Figure 1. Met1 routing.
The bar under the picture is 20 um long. Cells faint in the background.
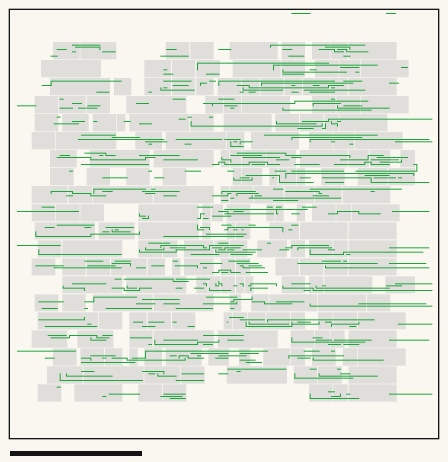
Figure 2. M2 wires.
The bar under the picture is 20 um long. Cells faint in the background.
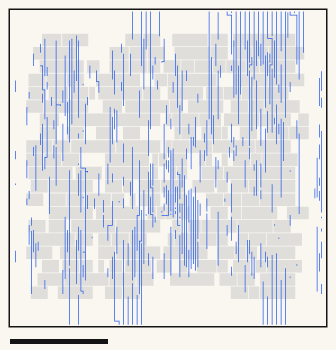
Figure 3. M3 wires.
The bar under the picture is 20 um long. Cells faint in the background.
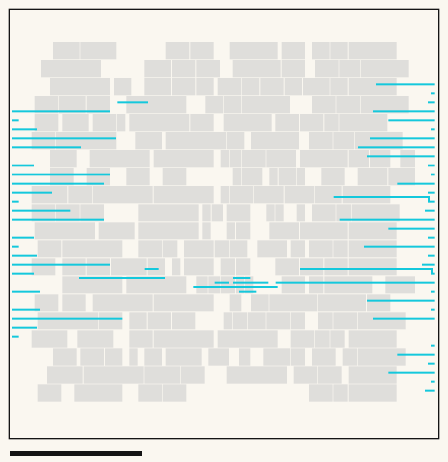
Figure 4. Congestion heat map.
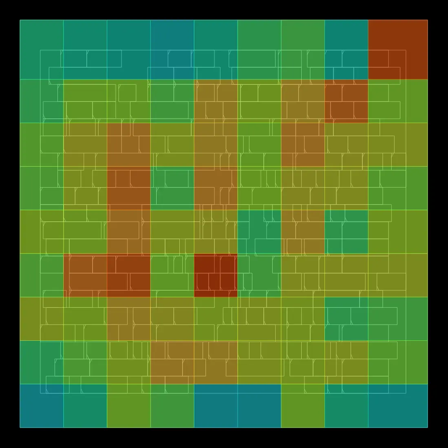
Figure 5. I/O pins on the die edge.
The bar under the picture is 20 um long. Pins as bars across the die edge, other pins in gray.
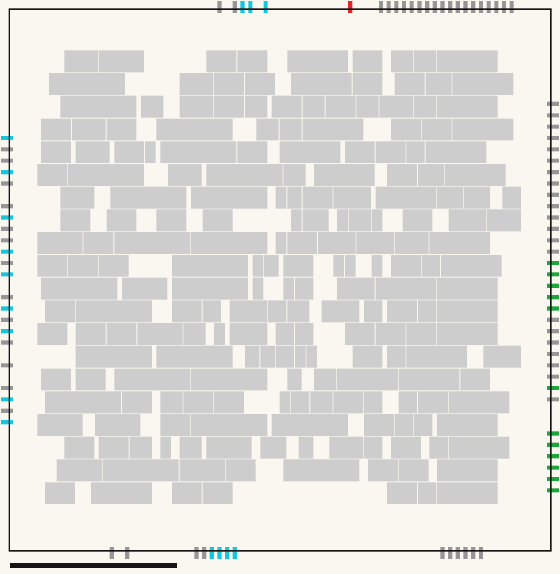
==> config.mk <==
export PLATFORM = sky130hd
export DESIGN_NAME = fetch_sequencer
export DESIGN_NICKNAME = d
export VERILOG_FILES = /design/src/rtl/fetch_sequencer.sv
export SDC_FILE = /design/constraint.sdc
export NUM_CORES = 1
export LEC_CHECK = 0
export CORE_MARGIN = 3
export CORE_UTILIZATION = 37
export CTS_CLUSTER_SIZE = 10
export DETAILED_ROUTE_END_ITERATION = 10
export PLACE_DENSITY_LB_ADDON = 0.15
export SLEW_MARGIN = 10
export SYNTH_ARGS = -nofsm -noshare
export SYNTH_HDL_FRONTEND = slang
export SYNTH_SLANG_ARGS = --single-unit
==> constraint.sdc <==
create_clock -name clock -period 3.1 [get_ports clock]
set_clock_uncertainty 0.2 [all_clocks]
set_input_delay 0.93 -clock clock [delete_from_list [all_inputs] [get_ports clock]]
set_output_delay 0.93 -clock clock [all_outputs]
set_load 0.05 [all_outputs]
==> Changelog: implementation <==
## Flow update

- Post-Place Setup Slack: -0.1756 ns
- # IOs: 93
- Hold slack: 0.3200 ns
- Largest net degree at the start of global routing: 24
- Post-Syn Nets: 166
- First-pass GRT wire length: 6161 um
- GP Congestion: 0.7302
- CTS Buf Count: 3
- Die area: 0.004175 mm^2
- GRT Residual Overflow: 0
- Fp_density: 40.32%
- Worst Reg-to-Reg Cells: 7
- Worst Tran Pin Value: 0.5268 ns
- Tool warnings: 32
- WP depth: 4
- Layout Nets: 265
- Post-CTS Setup Inserts: 0
- Status: finished clean
- Post-DRT Antenna Nets: 0
- Initial antenna violation count: 0
- Final setup viols: 0
- WHS Path Cells: 1
- Cycle use final: 94.35%
- Clk root buf: clkbuf_4
- CP top delay family: buffers and inverters
- Final Cell Area: 0.002590 mm^2
- Max IR drop VDD: 0.6784 mV
- Startpoint types: input port
- Area growth from synthesis to layout: 103.7%
- Initial DRT Pass Iterations: 4
- Post-Syn Area per Cell: 11.35 um^2
- Final Hold Fails: 0
- Post-Place Cells: 249
- DR iter-0 viols: 52
- Filler cell count: 182
- Clock slew at reported path FFs: 0.11 ns
- CP max FO: 2
- CP cell instances: clkdlybuf4s50_1 > nand2_4 > inv_1 > buf_12
- Crit path max-delay cell type: clkdlybuf4s50_1
- Final WS setup: 0.1752 ns
- Yosys cell count: 112
- Remaining DRCs: 0
- Max-slew violations: 0
- Clock latency on the worst-skew pair: 0.31 ns
- Core area: 0.003153 mm^2
- Synth Instances: 112
- Top cells by area: dfrtp_1 (45%), and2_1 (12%), mux2_4 (11%), ha_1 (6.9%), mux2_2 (6.2%)
- Max Cap Viol: 0
- Top-area cell share: 45.28%
- # rows: 20
- Critical Path AT: 1.79 ns
- Post-synth EDFFs: 0
- H-tree levels: 1
- Relative slew slack: 64.88%
- Final Critical Period: 2.925 ns
- FMAX: 341.9 MHz
- Most frequent logic cell in the layout: clkdlybuf4s50_1
- Crit end category: primary output
- Ant diodes: 0
- Hold Buf Count CTS: 0
- Setup TNS: 0 ns
- # clock sinks: 23
- Post-DP Area: 0.002540 mm^2
- Vias/cell: 4.709
- Non-Filler Instances: 254
- Critical path class: in2out
- Pwr Total: 2533 uW
- Static leakage: 0.001185 uW
- Crit path DRT: 1.97 ns
- Distinct lib cells: 24
- Max reg flops: 16
- Post-synthesis async set-or-reset flop share: 100.0%
- Ys Warns: 0
- Yosys reg bits: 23
- Crit path largest cell delay: 0.53 ns
- HP Class: reg2reg
- Area leader, netlist: dfrtp_1
- Vias in the first global route: 1253
- Dpl hpwl: 3169 um
- Buffers & Inverters on Critical Path: 3
- Top FF cell, synth: dfrtp_1
- Cell Pwr Density: 978.1 mW/mm^2
- R2R setup slack: 0.96 ns
- RSZ-0062 raised after global routing: false
- Yosys synthesis chip area: 0.001271 mm^2
- CTS tree: yes
- Clock Tree Buf Depth: 2
- Seq/Total Area, Yosys: 45.28%
- Most frequent cells in the layout: clkdlybuf4s50_1 (61), buf_12 (27), dfrtp_1 (23)
- Fraction of layout instances using a drive strength above 1: 31.43%
-- Figure 1 (at the start) --
223 nets have wire on it. The layer carries 1650 um of wire. The wires run mostly horizontal.
Vias: 1196
met1 usage in global routing: 23.55%

-- Figure 2 (at the start) --
The wires run mostly vertical. The layer carries 1820 um of wire. 237 nets have wire on it. The longest straight run is 24.0 um.
Routed WL: 3907 um
met2 GRT Util: 31.83%

-- Figure 3 (at the start) --
The layer holds 10% of the routed length. The layer carries 391 um of wire. The wires run mostly horizontal. The longest straight run is 23.7 um.
met3 Resource Use GR: 6.066%

-- Figure 4 (at the start) --
drt wl/cell: 15.38 um
GRT Total Usage: 19.18%
post-layout util: 82.14%
busiest grt layer: met2

-- Figure 5 (at the start) --
Key: red = `halt` [pins 1, direction input, edge north]; cyan = `irData` [pins 16, direction output, edge 9 west, 4 south, 3 north]; green = `memAddr` [pins 12, direction output, edge east]
All pins by edge: 33 east, 24 north, 22 west, 14 south.
I/O Buffers: 92
height of the die: 64.62 um
Die X: 64.62 um

==> worst register-to-register path: stages, from the launching register on <==
cell and delay, ns:
dfrtp_1 0.47, inv_1 0.11, ha_1 0.49, buf_4 0.25
nand2b_1 0.12, o311ai_0 0.13, mux2i_1 0.15, a21oi_1 0.16
==> timing repair <==
action | in CTS | in global routing
pin swaps | 1 | 0
gates resized | 6 | 3
gates cloned | 1 | 0
hold endpoints to repair | 0 | 0
endpoints found under the setup margin | 14 | 12
==> synth_stat cells, types with 2 or more instances <==
master / number
and2_1: 24
a21oi_1: 5
and3_1: 2
ha_1: 7
buf_2: 2
dfrtp_1: 23
nor2_1: 5
mux2_4: 9
o22ai_1: 3
mux2i_1: 3
inv_1: 10
mux2_2: 7
==> layer usage <==
metal	share of wire, %	global-route usage [%]	wire [um]	vias to the layer above
met2	47	31.83	1823	69
li1	-	-	-	567
met5	0	0	0	-
met4	1.1	6.332	44	0
met3	10	6.066	390	4
met1	42	23.55	1648	556
==> power by group <==
group	leakage (uW)	total, uW	switching [uW]	internal, uW
sequential	0.000275	559	110	449
clock	0.0000150	133	83.1	50.3
combinational	0.000895	1840	1050	789
==> area by class of cell <==
cell class              count  area, um^2  area share [%]
repair buffers             97        1231           47.54
multi-input cells          76       664.4           25.65
flip-flops and latches     23       575.6           22.22
well taps                  44       55.05           2.126
inverters                  10       37.54           1.449
clock buffers               4       26.28           1.014
==> cells by family (layout without fill, tap and decap cells) <==
group	Yosys count	count (layout)	share of synthesized area (%)
and+or+nand+nor	37	38	17.42
DFF	23	23	45.28
muxes	19	19	19.19
buffers and inverters	14	111	5.020
AOI/OAI and AO/OA	11	11	5.512
adders and majority gates	7	7	6.889
xor gates and xnor gates	1	1	0.6891
Power and IR drop assume default switching activity.
